[config.mk]
export PLATFORM = sky130hd
export DESIGN_NAME = run_controller
export DESIGN_NICKNAME = d
export VERILOG_FILES = /design/src/rtl/run_controller.sv
export SDC_FILE = /design/constraint.sdc
export NUM_CORES = 1
export LEC_CHECK = 0
export CAP_MARGIN = 20
export CORE_ASPECT_RATIO = 1.1
export CORE_MARGIN = 5
export CORE_UTILIZATION = 49
export CTS_BUF_LIST = sky130_fd_sc_hd__clkbuf_8
export DETAILED_ROUTE_END_ITERATION = 7
export GPL_TIMING_DRIVEN = 0
export PLACE_DENSITY = 0.95
export RECOVER_POWER = 50
export SLEW_MARGIN = 25
export SYNTH_ARGS = -nofsm -noshare
export SYNTH_HDL_FRONTEND = slang
export SYNTH_SLANG_ARGS = --single-unit
export TNS_END_PERCENT = 10
[constraint.sdc]
create_clock -name clock -period 6 [get_ports clock]
set_input_delay 0.9 -clock clock [delete_from_list [all_inputs] [get_ports clock]]
set_output_delay 0.9 -clock clock [all_outputs]
set_load 0.02 [all_outputs]
[src/rtl/run_controller.sv]
// run_controller: run-control unit for the processor core.
// Debounces the continue / single-step / soft-reset buttons, compares the PC
// against NUM_BP address breakpoints, and sequences RESET/RUN/HALTED/STEP.
// Ports:
//   clock, reset      core clock, asynchronous active-low reset
//   cont_n, step_n,   raw active-low buttons (continue, single-step,
//   sreset_n          soft reset)
//   halt_req          halt decoded from the current instruction
//   pc                current instruction address
//   bp_addr, bp_en    breakpoint slot addresses (slot i at [i*PC_WIDTH +:
//                     PC_WIDTH]) and per-slot enables
//   pc_enable         PC may advance / instruction retires (combinational)
//   core_reset        synchronous reset to the PC, high only in RESET
//   state             0=RESET 1=RUN 2=HALTED 3=STEP
//   retired           saturating retired-instruction count
//   bp_hit, bp_index  last halt came from a breakpoint, lowest matching slot
module run_controller #(
  parameter int PC_WIDTH        = 32,
  parameter int NUM_BP          = 2,
  parameter int DEBOUNCE_CYCLES = 4,
  parameter int RESET_CYCLES    = 2
) (
  input  logic                       clock,
  input  logic                       reset,
  input  logic                       cont_n,
  input  logic                       step_n,
  input  logic                       sreset_n,
  input  logic                       halt_req,
  input  logic [PC_WIDTH-1:0]        pc,
  input  logic [NUM_BP*PC_WIDTH-1:0] bp_addr,
  input  logic [NUM_BP-1:0]          bp_en,
  output logic                       pc_enable,
  output logic                       core_reset,
  output logic [1:0]                 state,
  output logic [31:0]                retired,
  output logic                       bp_hit,
  output logic [2:0]                 bp_index
);

  typedef enum logic [1:0] {
    ST_RESET  = 2'd0,
    ST_RUN    = 2'd1,
    ST_HALTED = 2'd2,
    ST_STEP   = 2'd3
  } runState_e;

  localparam int DCW = (DEBOUNCE_CYCLES > 1) ? $clog2(DEBOUNCE_CYCLES) : 1;
  localparam int RCW = (RESET_CYCLES > 1) ? $clog2(RESET_CYCLES) : 1;
  localparam logic [DCW-1:0] DB_LAST = DCW'(DEBOUNCE_CYCLES - 1);
  localparam logic [DCW-1:0] DB_ONE  = DCW'(1);
  localparam logic [DCW-1:0] DB_ZERO = DCW'(0);
  localparam logic [RCW-1:0] RC_LAST = RCW'(RESET_CYCLES - 1);
  localparam logic [RCW-1:0] RC_ONE  = RCW'(1);
  localparam logic [RCW-1:0] RC_ZERO = RCW'(0);
  localparam logic [31:0]    RET_MAX = 32'hFFFF_FFFF;

  // Button index: 0=continue, 1=step, 2=soft reset. Level 1 means released.
  logic [2:0]          rawBtn_s;
  logic [2:0]          sync1_r, sync2_r;
  logic [2:0]          acc_r, accNext_s;
  logic [2:0][DCW-1:0] dbCnt_r, dbCntNext_s;
  logic [2:0]          press_r, pressNext_s;

  runState_e           state_r, stateNext_s;
  logic                skip_r, skipNext_s;
  logic [RCW-1:0]      rstCnt_r, rstCntNext_s;
  logic                bpHit_r, bpHitNext_s;
  logic [2:0]          bpIdx_r, bpIdxNext_s;
  logic [31:0]         retired_r, retiredNext_s;
  logic                coreReset_r;
  logic                pcEnable_s;
  logic [NUM_BP-1:0]   slotHit_s;
  logic                bpMatch_s;
  logic [2:0]          bpIdx_s;

  assign rawBtn_s = {sreset_n, step_n, cont_n};

  // Debouncer next-state: a differing level must persist DEBOUNCE_CYCLES samples.
  always_comb begin
    accNext_s   = acc_r;
    dbCntNext_s = dbCnt_r;
    for (int b = 0; b < 3; b++) begin
      if (sync2_r[b] != acc_r[b]) begin
        if (dbCnt_r[b] == DB_LAST) begin
          accNext_s[b]   = sync2_r[b];
          dbCntNext_s[b] = DB_ZERO;
        end else begin
          dbCntNext_s[b] = dbCnt_r[b] + DB_ONE;
        end
      end else begin
        dbCntNext_s[b] = DB_ZERO;
      end
    end
    // Only the released->pressed edge of the accepted level makes a pulse.
    pressNext_s = acc_r & ~accNext_s;
  end

  // Button synchronisers, debouncers and registered press pulses.
  always_ff @(posedge clock or negedge reset) begin
    if (!reset) begin
      sync1_r <= 3'b111;
      sync2_r <= 3'b111;
      acc_r   <= 3'b111;
      dbCnt_r <= {3{DB_ZERO}};
      press_r <= 3'b000;
    end else begin
      sync1_r <= rawBtn_s;
      sync2_r <= sync1_r;
      acc_r   <= accNext_s;
      dbCnt_r <= dbCntNext_s;
      press_r <= pressNext_s;
    end
  end

  // Breakpoint compare; the descending scan leaves the lowest matching slot.
  always_comb begin
    bpIdx_s = 3'd0;
    for (int i = 0; i < NUM_BP; i++) begin
      slotHit_s[i] = bp_en[i] && (pc == bp_addr[i*PC_WIDTH +: PC_WIDTH]);
    end
    bpMatch_s = |slotHit_s;
    for (int i = NUM_BP - 1; i >= 0; i--) begin
      bpIdx_s = slotHit_s[i] ? 3'(i) : bpIdx_s;
    end
  end

  // PC enable: skip lets the halting instruction retire once after continue.
  always_comb begin
    case (state_r)
      ST_RUN:  pcEnable_s = skip_r | ~(halt_req | bpMatch_s);
      ST_STEP: pcEnable_s = 1'b1;
      default: pcEnable_s = 1'b0;
    endcase
  end

  // Run-control next state; a soft-reset press overrides every transition.
  always_comb begin
    stateNext_s  = state_r;
    skipNext_s   = skip_r;
    rstCntNext_s = RC_ZERO;
    bpHitNext_s  = bpHit_r;
    bpIdxNext_s  = bpIdx_r;
    if (press_r[2]) begin
      stateNext_s = ST_RESET;
      skipNext_s  = 1'b0;
    end else begin
      case (state_r)
        ST_RESET: begin
          skipNext_s = 1'b0;
          if (rstCnt_r == RC_LAST) begin
            stateNext_s = ST_RUN;
          end else begin
            rstCntNext_s = rstCnt_r + RC_ONE;
          end
        end
        ST_RUN: begin
          skipNext_s = 1'b0;
          if (!skip_r && (halt_req || bpMatch_s)) begin
            stateNext_s = ST_HALTED;
            bpHitNext_s = bpMatch_s;
            bpIdxNext_s = bpIdx_s;
          end else begin
            stateNext_s = ST_RUN;
          end
        end
        ST_HALTED: begin
          if (press_r[1]) begin
            stateNext_s = ST_STEP;
            bpHitNext_s = 1'b0;
          end else if (press_r[0]) begin
            stateNext_s = ST_RUN;
            skipNext_s  = 1'b1;
            bpHitNext_s = 1'b0;
          end else begin
            stateNext_s = ST_HALTED;
          end
        end
        ST_STEP: begin
          stateNext_s = ST_HALTED;
          bpHitNext_s = 1'b0;
        end
        default: stateNext_s = ST_RESET;
      endcase
    end
    // Counter and hit flag read zero for the whole time the core sits in RESET.
    if (stateNext_s == ST_RESET) begin
      bpHitNext_s   = 1'b0;
      retiredNext_s = 32'd0;
    end else if (pcEnable_s && (retired_r != RET_MAX)) begin
      retiredNext_s = retired_r + 32'd1;
    end else begin
      retiredNext_s = retired_r;
    end
  end

  // Run-control state and registered outputs.
  always_ff @(posedge clock or negedge reset) begin
    if (!reset) begin
      state_r     <= ST_RESET;
      skip_r      <= 1'b0;
      rstCnt_r    <= RC_ZERO;
      bpHit_r     <= 1'b0;
      bpIdx_r     <= 3'd0;
      retired_r   <= 32'd0;
      coreReset_r <= 1'b1;
    end else begin
      state_r     <= stateNext_s;
      skip_r      <= skipNext_s;
      rstCnt_r    <= rstCntNext_s;
      bpHit_r     <= bpHitNext_s;
      bpIdx_r     <= bpIdxNext_s;
      retired_r   <= retiredNext_s;
      coreReset_r <= (stateNext_s == ST_RESET);
    end
  end

  assign pc_enable  = pcEnable_s;
  assign core_reset = coreReset_r;
  assign state      = state_r;
  assign retired    = retired_r;
  assign bp_hit     = bpHit_r;
  assign bp_index   = bpIdx_r;

endmodule

==> images/sizes.png <==
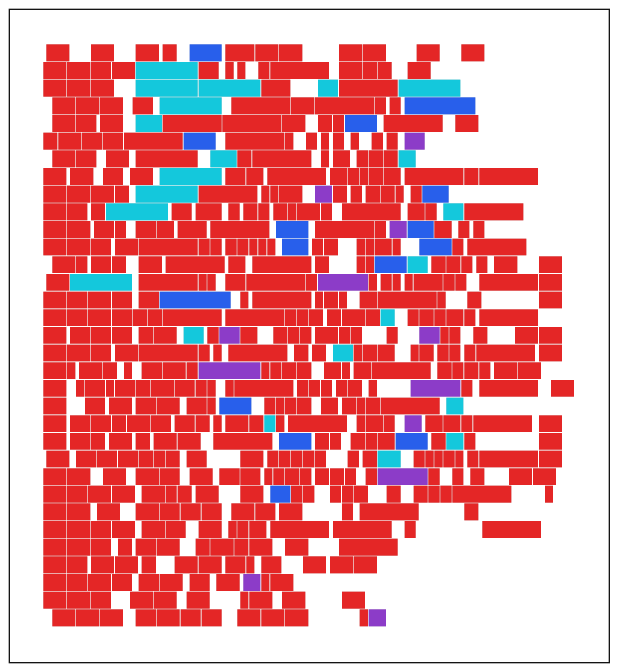
_3 and _4 cells: drawn in purple, cells 12. _6 and larger: drawn in blue, cells 15. _0 and _1 cells: drawn in red, cells 502. _2 cells: drawn in cyan, cells 22.
synthesis-to-finish area growth: 47.6%
final worst slack: 1030 ps
fin area: 5380 µm²

==> images/clk_routes.png <==
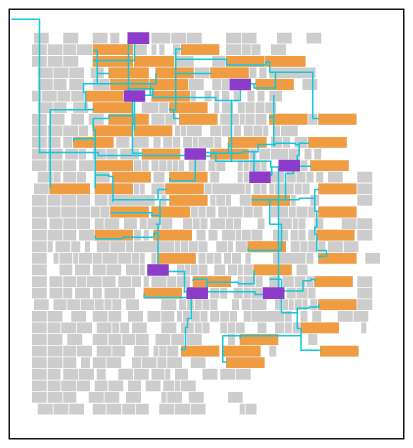
clock wires: drawn in cyan, length 824 µm. flip-flops: drawn in orange, count 57. clock drivers: drawn in purple, count 9.
There are 10 routed clock nets.

==> CHANGELOG.md <==
### Physical design

- Synth unique cells: 50
- Main kind of combinational logic by area: simple AND/OR/NAND/NOR gates
- PwrDens: around 250 nW/µm²
- Period utilization: between 80% and 90%
- Req. time, crit path: between 5000 and 6000 ps
- Die W: 92.2 µm
- Detailed Place HPWL: between 9 and 10 mm
- Tool warnings: 27
- Startpoint types: primary input
- Area post-placement: roughly 5200 µm²
- Post-Synthesis Cells: between 300 and 400
- I/O pins: approximately 140
- Average size of a mapped cell: approximately 9.3 µm²
- Core area: roughly 7300 µm²
- Ys async rst share: 100%
- HP Start: sync1_r[0]
- Top-count cell post-synth: xnor2_1
- Final hold slack: 364 ps
- Max cap viols: 1
- Initial antenna violation count: 0
- Final setup fails: 0
- Ys Warns: 0
- Status: complete, but fails checks
- Synth Area in Adders: around 1.4%
- Logic area: around 2000 µm²
- Post-CTS Setup Bufs: 0
- Drt total wl: 12.5 mm
- Port buffer count: 141
- Fin. max-slew vios: 58
- Register-to-Register Path Depth: 6
- Flop share of the area: between 20% and 30%
- CP max FO: 10
- Hold WC Path Type: flip-flop to flip-flop
- Total global routing overflow: 0
- Synthesized area: 3640 µm²
- Internal reg-to-reg setup slack: around 3500 ps
- Worst slew margin: -97.6%
- Multi-input combinational area share: between 30% and 40%
- Share of cells above drive strength 1: approximately 9%
- Hold path depth: 0
- Clock Skews: around 9.7 ps
- Max reg flops: 32
- Clk pin slew, worst setup/hold paths: 80 ps
- Vias/cell: around 6.2
- Min Tclk post-route: 4970 ps
- Failing checks: capacitance limit, slew limit
- Synth top area share: around 32%
- Yosys chip area: approximately 3600 µm²
- Initial Utilization: roughly half
- Repair and plain buffers: 159
- CTS tree: done
==> where the power goes <==
group	switching, mW	total (mW)	leakage, nW	internal, mW
Clock	0.179	0.416	0.110	0.237
Combinational	0.222	0.417	1.13	0.195
Sequential	0.0464	0.493	0.747	0.447
==> through the flow <==
| step | setup slack, ps | instances | power, mW |
|---|---|---|---|
| 3_5_place_dp | 1120 | 622 | 0.913 |
| 3_3_place_gp | 1280 | 622 | 0.880 |
| 2_1_floorplan | 2700 | 394 | 0.710 |
| 6_report | 1030 | 638 | 1.33 |
| 4_1_cts | 1080 | 638 | 1.33 |
| 5_1_grt | 943 | 638 | 1.38 |
==> layer usage <==
metal	routed length (µm)	part of all wire (%)	global-route usage [%]
met4	703	5.6	16.0
met1	3940	32	25.9
met5	0	0	0
met2	6640	53	51.1
met3	1200	9.6	8.40
No activity file was given, so power comes from the tool's default toggle rates.
